**config.mk**
```make
export PLATFORM = sky130hd
export DESIGN_NAME = imm_pixel_scanner
export DESIGN_NICKNAME = d
export VERILOG_FILES = /design/src/rtl/imm_pixel_scanner.sv
export SDC_FILE = /design/constraint.sdc
export NUM_CORES = 1
export LEC_CHECK = 0
export CORE_MARGIN = 2
export CORE_UTILIZATION = 25
export CTS_CLUSTER_DIAMETER = 40
export DETAILED_ROUTE_END_ITERATION = 10
export SLEW_MARGIN = 25
export SYNTH_ARGS = -nofsm -noshare
export SYNTH_HDL_FRONTEND = slang
export SYNTH_SLANG_ARGS = --single-unit
```
**constraint.sdc**
```tcl
create_clock -name clk -period 6.9 [get_ports clk]
set_clock_uncertainty 0.15 [all_clocks]
set_input_delay 1.725 -clock clk [delete_from_list [all_inputs] [get_ports clk]]
set_output_delay 1.725 -clock clk [all_outputs]
set_load 0.02 [all_outputs]
```
**src/rtl/imm_pixel_scanner.sv**
```systemverilog
// imm_pixel_scanner: raster-scans one frame out of a synchronous frame-buffer
// BRAM and feeds the image-masking stage. Each pixel goes out with its row/col
// and the frame-stable mask offsets under a valid/ready handshake. A read is
// only issued when it has a guaranteed slot in the output FIFO, so the
// fixed-latency BRAM can never overrun the buffer.
module imm_pixel_scanner #(
  parameter int IMG_WIDTH   = 320,
  parameter int IMG_HEIGHT  = 240,
  parameter int PIXEL_WIDTH = 12,
  parameter int ADDR_WIDTH  = 17,
  parameter int RAM_LATENCY = 1,
  parameter int FIFO_DEPTH  = RAM_LATENCY + 2
) (
  input  logic                   clk,
  input  logic                   rst,
  input  logic                   start,
  input  logic [7:0]             mask_row_offset_in,
  input  logic [8:0]             mask_col_offset_in,
  output logic                   fb_rd_en,
  output logic [ADDR_WIDTH-1:0]  fb_rd_addr,
  input  logic [PIXEL_WIDTH-1:0] fb_rd_data,
  output logic                   out_valid,
  input  logic                   out_ready,
  output logic [PIXEL_WIDTH-1:0] image_pixel,
  output logic [7:0]             pixel_row,
  output logic [8:0]             pixel_col,
  output logic [7:0]             mask_row_offset,
  output logic [8:0]             mask_col_offset,
  output logic                   busy,
  output logic                   done
);

  localparam int PTR_W = (FIFO_DEPTH > 1) ? $clog2(FIFO_DEPTH) : 1;
  localparam int CNT_W = $clog2(FIFO_DEPTH + 1) + 1;
  localparam logic [7:0]            LAST_ROW = 8'(IMG_HEIGHT - 1);
  localparam logic [8:0]            LAST_COL = 9'(IMG_WIDTH - 1);
  localparam logic [PTR_W-1:0]      LAST_PTR = PTR_W'(FIFO_DEPTH - 1);
  localparam logic [PTR_W-1:0]      PTR_ONE  = PTR_W'(1);
  localparam logic [CNT_W-1:0]      CNT_ONE  = CNT_W'(1);
  localparam logic [CNT_W-1:0]      CNT_ZERO = CNT_W'(0);
  localparam logic [CNT_W-1:0]      DEPTH_C  = CNT_W'(FIFO_DEPTH);
  localparam logic [ADDR_WIDTH-1:0] ADDR_ONE = ADDR_WIDTH'(1);

  typedef enum logic [1:0] {
    IDLE  = 2'd0,
    SCAN  = 2'd1,
    DRAIN = 2'd2,
    DONE  = 2'd3
  } state_t;

  state_t state;

  // Next pixel to be requested, and the tags of the read on the bus now.
  logic [7:0]            next_row;
  logic [8:0]            next_col;
  logic [ADDR_WIDTH-1:0] next_addr;
  logic [7:0]            tag_row;
  logic [8:0]            tag_col;

  // In-flight tracker: one stage per cycle of BRAM latency.
  logic       pipe_vld [RAM_LATENCY];
  logic [7:0] pipe_row [RAM_LATENCY];
  logic [8:0] pipe_col [RAM_LATENCY];

  // First-word-fall-through output FIFO.
  logic [PIXEL_WIDTH-1:0] mem_pix [FIFO_DEPTH];
  logic [7:0]             mem_row [FIFO_DEPTH];
  logic [8:0]             mem_col [FIFO_DEPTH];
  logic [PTR_W-1:0]       wr_ptr;
  logic [PTR_W-1:0]       rd_ptr;
  logic [CNT_W-1:0]       fifo_cnt;

  logic                  push;
  logic                  pop;
  logic [CNT_W-1:0]      fifo_cnt_next;
  logic [CNT_W-1:0]      infl_next;
  logic                  credit_ok;
  logic                  start_ok;
  logic                  issue;
  logic [7:0]            cur_row;
  logic [8:0]            cur_col;
  logic [ADDR_WIDTH-1:0] cur_addr;
  logic                  is_last;

  function automatic logic [PTR_W-1:0] ptr_inc(input logic [PTR_W-1:0] p);
    if (p == LAST_PTR) begin
      ptr_inc = {PTR_W{1'b0}};
    end else begin
      ptr_inc = p + PTR_ONE;
    end
  endfunction

  // Credit check and issue decision, made on next-cycle occupancy so that a
  // read launched next cycle always has a FIFO slot reserved for it.
  always_comb begin
    push = pipe_vld[RAM_LATENCY-1];
    pop  = out_valid && out_ready;
    fifo_cnt_next = fifo_cnt;
    if (push && !pop) begin
      fifo_cnt_next = fifo_cnt + CNT_ONE;
    end else if (!push && pop) begin
      fifo_cnt_next = fifo_cnt - CNT_ONE;
    end else begin
      fifo_cnt_next = fifo_cnt;
    end
    // The read on the bus now plus every stage that is not leaving this cycle.
    infl_next = {{(CNT_W-1){1'b0}}, fb_rd_en};
    for (int k = 0; k < RAM_LATENCY - 1; k++) begin
      infl_next = infl_next + {{(CNT_W-1){1'b0}}, pipe_vld[k]};
    end
    credit_ok = (fifo_cnt_next + infl_next) < DEPTH_C;
    start_ok  = (state == IDLE) && start;
    if (start_ok) begin
      cur_row  = 8'd0;
      cur_col  = 9'd0;
      cur_addr = {ADDR_WIDTH{1'b0}};
    end else begin
      cur_row  = next_row;
      cur_col  = next_col;
      cur_addr = next_addr;
    end
    is_last = (cur_row == LAST_ROW) && (cur_col == LAST_COL);
    issue   = start_ok || ((state == SCAN) && credit_ok);
  end

  // Frame control FSM with registered read strobe, status and offsets.
  always_ff @(posedge clk or posedge rst) begin
    if (rst) begin
      state           <= IDLE;
      fb_rd_en        <= 1'b0;
      fb_rd_addr      <= {ADDR_WIDTH{1'b0}};
      next_addr       <= {ADDR_WIDTH{1'b0}};
      next_row        <= 8'd0;
      next_col        <= 9'd0;
      tag_row         <= 8'd0;
      tag_col         <= 9'd0;
      mask_row_offset <= 8'd0;
      mask_col_offset <= 9'd0;
      busy            <= 1'b0;
      done            <= 1'b0;
    end else begin
      fb_rd_en <= 1'b0;
      done     <= 1'b0;
      if (issue) begin
        fb_rd_en   <= 1'b1;
        fb_rd_addr <= cur_addr;
        tag_row    <= cur_row;
        tag_col    <= cur_col;
        next_addr  <= cur_addr + ADDR_ONE;
        if (cur_col == LAST_COL) begin
          next_col <= 9'd0;
          next_row <= cur_row + 8'd1;
        end else begin
          next_col <= cur_col + 9'd1;
          next_row <= cur_row;
        end
      end
      case (state)
        IDLE: begin
          if (start_ok) begin
            mask_row_offset <= mask_row_offset_in;
            mask_col_offset <= mask_col_offset_in;
            busy            <= 1'b1;
            state           <= is_last ? DRAIN : SCAN;
          end
        end
        SCAN: begin
          if (issue && is_last) begin
            state <= DRAIN;
          end
        end
        DRAIN: begin
          if ((infl_next == CNT_ZERO) && (fifo_cnt_next == CNT_ZERO)) begin
            state <= DONE;
          end
        end
        DONE: begin
          done  <= 1'b1;
          busy  <= 1'b0;
          state <= IDLE;
        end
        default: begin
          state <= IDLE;
        end
      endcase
    end
  end

  // In-flight tracker: tags ride alongside the BRAM latency.
  always_ff @(posedge clk or posedge rst) begin
    if (rst) begin
      for (int k = 0; k < RAM_LATENCY; k++) begin
        pipe_vld[k] <= 1'b0;
        pipe_row[k] <= 8'd0;
        pipe_col[k] <= 9'd0;
      end
    end else begin
      pipe_vld[0] <= fb_rd_en;
      pipe_row[0] <= tag_row;
      pipe_col[0] <= tag_col;
      for (int k = 1; k < RAM_LATENCY; k++) begin
        pipe_vld[k] <= pipe_vld[k-1];
        pipe_row[k] <= pipe_row[k-1];
        pipe_col[k] <= pipe_col[k-1];
      end
    end
  end

  // Output FIFO: returning data is written with its tags, head pops on handshake.
  always_ff @(posedge clk or posedge rst) begin
    if (rst) begin
      wr_ptr    <= {PTR_W{1'b0}};
      rd_ptr    <= {PTR_W{1'b0}};
      fifo_cnt  <= CNT_ZERO;
      out_valid <= 1'b0;
      for (int k = 0; k < FIFO_DEPTH; k++) begin
        mem_pix[k] <= {PIXEL_WIDTH{1'b0}};
        mem_row[k] <= 8'd0;
        mem_col[k] <= 9'd0;
      end
    end else begin
      if (push) begin
        mem_pix[wr_ptr] <= fb_rd_data;
        mem_row[wr_ptr] <= pipe_row[RAM_LATENCY-1];
        mem_col[wr_ptr] <= pipe_col[RAM_LATENCY-1];
        wr_ptr          <= ptr_inc(wr_ptr);
      end
      if (pop) begin
        rd_ptr <= ptr_inc(rd_ptr);
      end
      fifo_cnt  <= fifo_cnt_next;
      out_valid <= (fifo_cnt_next != CNT_ZERO);
    end
  end

  assign image_pixel = mem_pix[rd_ptr];
  assign pixel_row   = mem_row[rd_ptr];
  assign pixel_col   = mem_col[rd_ptr];

endmodule

```
clk_routes.png
Bar = 50 um.
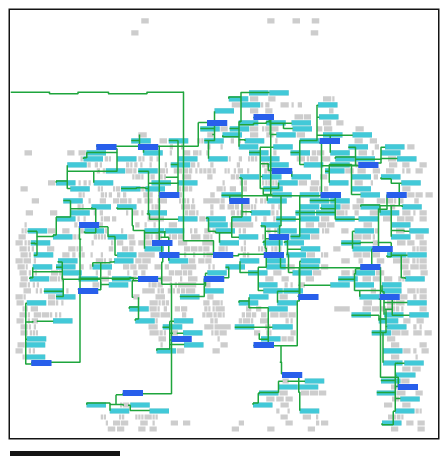
green -> clock wires  # length 2,750 um
cyan -> flip-flops  # count 203
blue -> clock drivers  # count 30
routed clock nets = 31

io_placement.png
Pins as bars across the die edge, other pins in grey.
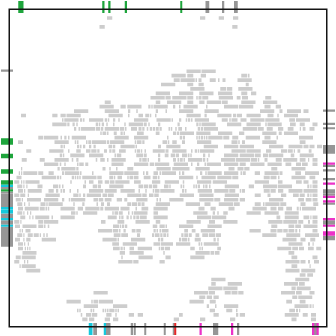
cyan -> mask_col_offset_in  # pins 9, direction input, edge 6 west, 3 south
red -> out_ready  # pins 1, direction input, edge south
magenta -> fb_rd_data  # pins 12, direction input, edge 8 east, 4 south
green -> fb_rd_addr  # pins 17, direction output, edge 10 west, 7 north
all pins by edge = 38 west, 26 east, 24 south, 12 north

clocks.png
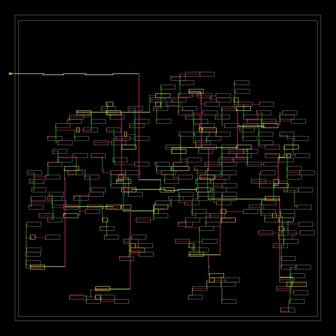
clock buffers created by TritonCTS: 30
clock distribution power: 1430 uW

==> run notes <==
Physical design

The run finished with clean final reports. STA classifies the critical path startpoint as a primary input. The synthesized design spends more area on one cell type than any other, namely sky130_fd_sc_hd__dfrtp_1. The part of the Yosys area used for sequential elements stands at a little under three fifths. After synthesis, the design contains around 800 cells according to Yosys.

Once the clock tree was built, the resizer swapped 0 gates to a different size. The area recorded from the Yosys report for this design is 0.00902 mm2. In this run the power spent charging and discharging nets is approximately 2000 uW.

The path class of the tightest hold or removal check is register to register. The internal power summed over all cells stands at between 3000 and 4000 uW. According to the dpl log, the detail-placed design has an HPWL of between 10 and 15 mm.

The area of the placeable core stands at ~0.036 mm2. The count of buffering cells on the critical path with inverters included stands at 2. The synthesis run shows multiplexers occupying between 10% and 20% of the cell area. The count of boundary I/O pins stands at around 100. The post-route utilization of the core is recorded as about a third. Looking at the clock tree report, the H-tree level count equals 1. In this run the critical register-to-register path is captured at next_col[3]. The number of input and output port buffers inserted stands at 99. The repair_antennas step left the layout with diodes totalling 0. STA classifies the critical path endpoint as a register. The cell total after placement stands at roughly 1,300. The switching part of the total stands at about two fifths. The final number of max-transition violations stands at 0. The number of synthesized flops with an enable pin stands at 0. The worst register-to-register path begins at fifo_cnt[0].

The reg-to-reg setup timing slack stands at approximately 2.7 ns. The synthesis-to-layout area growth stands at 26.9%. The instance area at placement stands at between 0.01 and 0.015 mm2. The maximum single-stage delay on the critical path stands at about 0.61 ns.

The xor/xnor share of the synthesized area stands at under 10%. The power report puts the leakage power at roughly 0.0050 uW. Of the combinational cells, the family taking the most area is multiplexers. The detailed-route wire length on metal 1 stands at between 9 and 10 mm. Setup repair after global routing left no endpoint under its margin.

The number of rows created at floorplan stands at slightly below 70. The layout filler cell count stands at ~3,600. Post-synth the commonest register cell is sky130_fd_sc_hd__dfrtp_1. The number of flip-flops and latches in the synthesized netlist stands at between 200 and 250. The stage-log warning count stands at 33.

The length of routed met3 wiring stands at about 900 um. Looking at the clock tree report, the root buffer type is sky130_fd_sc_hd__clkbuf_16. The launch point of the worst min-delay path is recorded as tag_col[1]. Counting flops with an async set or reset pin after synthesis yields a share of 100%. The routed design could run at a clock period as short as approximately 5.2 ns. Routed signal wires occupy layers up through met4.

The number of hold-slack violations in the final timing report stands at 0. In the setup report, the worst path falls into the class primary input to register. Leaving out fill and tap cells, the most frequent cell in the layout is sky130_fd_sc_hd__dfrtp_1. After routing the design area is between 0.01 and 0.015 mm2. Looking at the critical path, the single cell with the biggest stage delay is sky130_fd_sc_hd__a211oi_4.

On the reported timing paths, the clock transition at the registers reads roughly 0.060 ns. The number of stages on the worst setup path stands at 12. The placer's final routability congestion estimate stands at approximately 0.74. In the final timing run, aggregate negative setup slack is 0 ns. The most critical hold endpoint after final layout shows a slack of 0.205 ns.

The total overflow left after global routing is 0. The first detailed-routing pass ran for 4 iterations. The count of nets left with antenna violations once routing finished came out at 0.

The endpoint of the worst hold path is reported as pipe_col[1]. In the layout the commonest cells are sky130_fd_sc_hd__dfrtp_1, sky130_fd_sc_hd__nand2_1, sky130_fd_sc_hd__clkdlybuf4s50_1. Global routing put the most usage on met2.
flops_by_reg.png
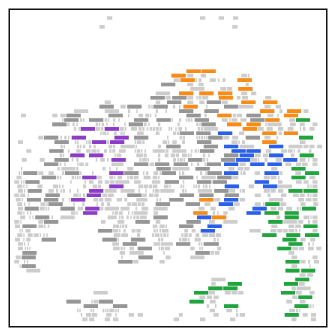
orange -> mem_col  # sequential cells 27
purple -> next_addr  # sequential cells 17, where west
blue -> mem_row  # sequential cells 24, where east
green -> mem_pix  # sequential cells 36

wires.png
Bar = 50 um.
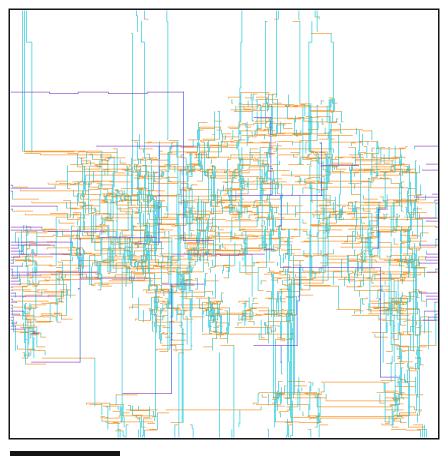
cyan -> metal 2  # wire length 9,220 um
orange -> metal 1  # wire length 9,470 um
blue -> metal 4  # wire length 400 um
purple -> metal 3  # wire length 896 um

[flip-flops by register name (all words and copies together), names as in the netlist, 2 cells and up]
name	cells
mem_pix	36
tag_row	8
mask_row_offset	8
fifo_cnt	3
pipe_row	8
state	2
fb_rd_addr	17
next_addr	17
mem_col	27
mask_col_offset	9
next_row	8
pipe_col	9
tag_col	9
next_col	9
rd_ptr	2
mem_row	24
wr_ptr	2
[power groups by stage]
| stage | logic [uW] | clock network, uW | registers (uW) |
|---|---|---|---|
| final | 2140 | 1430 | 1750 |
| after global routing | 2360 | 1530 | 1800 |
| after CTS | 2190 | 1470 | 1760 |
| after detailed placement | 2180 | 0 | 1770 |
| after global placement | 2130 | 0 | 1760 |
| after floorplan | 1600 | 0 | 1720 |
[synthesized netlist by cell type (2+ instances only)]
| library cell | instances |
|---|---|
| sky130_fd_sc_hd__dfrtp_1 | 203 |
| sky130_fd_sc_hd__nand2_1 | 173 |
| sky130_fd_sc_hd__mux2_2 | 90 |
| sky130_fd_sc_hd__a21oi_1 | 49 |
| sky130_fd_sc_hd__clkbuf_1 | 36 |
| sky130_fd_sc_hd__mux2i_1 | 33 |
| sky130_fd_sc_hd__o21ai_0 | 28 |
| sky130_fd_sc_hd__nor2_1 | 24 |
| sky130_fd_sc_hd__inv_1 | 17 |
| sky130_fd_sc_hd__o22ai_1 | 17 |
| sky130_fd_sc_hd__ha_1 | 12 |
| sky130_fd_sc_hd__xnor2_1 | 12 |
| sky130_fd_sc_hd__nand3_1 | 11 |
| sky130_fd_sc_hd__and2_1 | 9 |
| sky130_fd_sc_hd__o2111ai_1 | 7 |
| sky130_fd_sc_hd__and3_1 | 6 |
| sky130_fd_sc_hd__xor2_1 | 6 |
| sky130_fd_sc_hd__or3_1 | 5 |
| sky130_fd_sc_hd__and4_1 | 4 |
| sky130_fd_sc_hd__buf_4 | 4 |
| sky130_fd_sc_hd__nand4b_1 | 4 |
| sky130_fd_sc_hd__nor2b_1 | 4 |
| sky130_fd_sc_hd__nor3_1 | 4 |
| sky130_fd_sc_hd__a31oi_1 | 3 |
| sky130_fd_sc_hd__nand2b_1 | 3 |
| sky130_fd_sc_hd__nor4_2 | 3 |
| sky130_fd_sc_hd__a211o_1 | 2 |
| sky130_fd_sc_hd__a21o_1 | 2 |
| sky130_fd_sc_hd__and4b_1 | 2 |
| sky130_fd_sc_hd__buf_1 | 2 |
| sky130_fd_sc_hd__buf_6 | 2 |
| sky130_fd_sc_hd__nor4_4 | 2 |
| sky130_fd_sc_hd__o31ai_1 | 2 |
| sky130_fd_sc_hd__or2_2 | 2 |
[logic make-up after synthesis]
family,after synthesis
simple gates,264
xor+xnor,19
flops,203
buf+inv,62
compound gates,120
fa+ha+maj,12
mux,124
[area by class of cell]
class / instances / area, um2 / share of cell area, %
Inverter: 17 / 67.6 / 0.590
Multi-Input combinational cell: 539 / 3690 / 32.2
Tap cell: 461 / 577 / 5.04
Timing Repair Buffer: 109 / 1080 / 9.42
Sequential cell: 203 / 5080 / 44.4
Clock buffer: 32 / 758 / 6.62
Clock inverter: 21 / 204 / 1.78
Power and IR drop assume default switching activity.
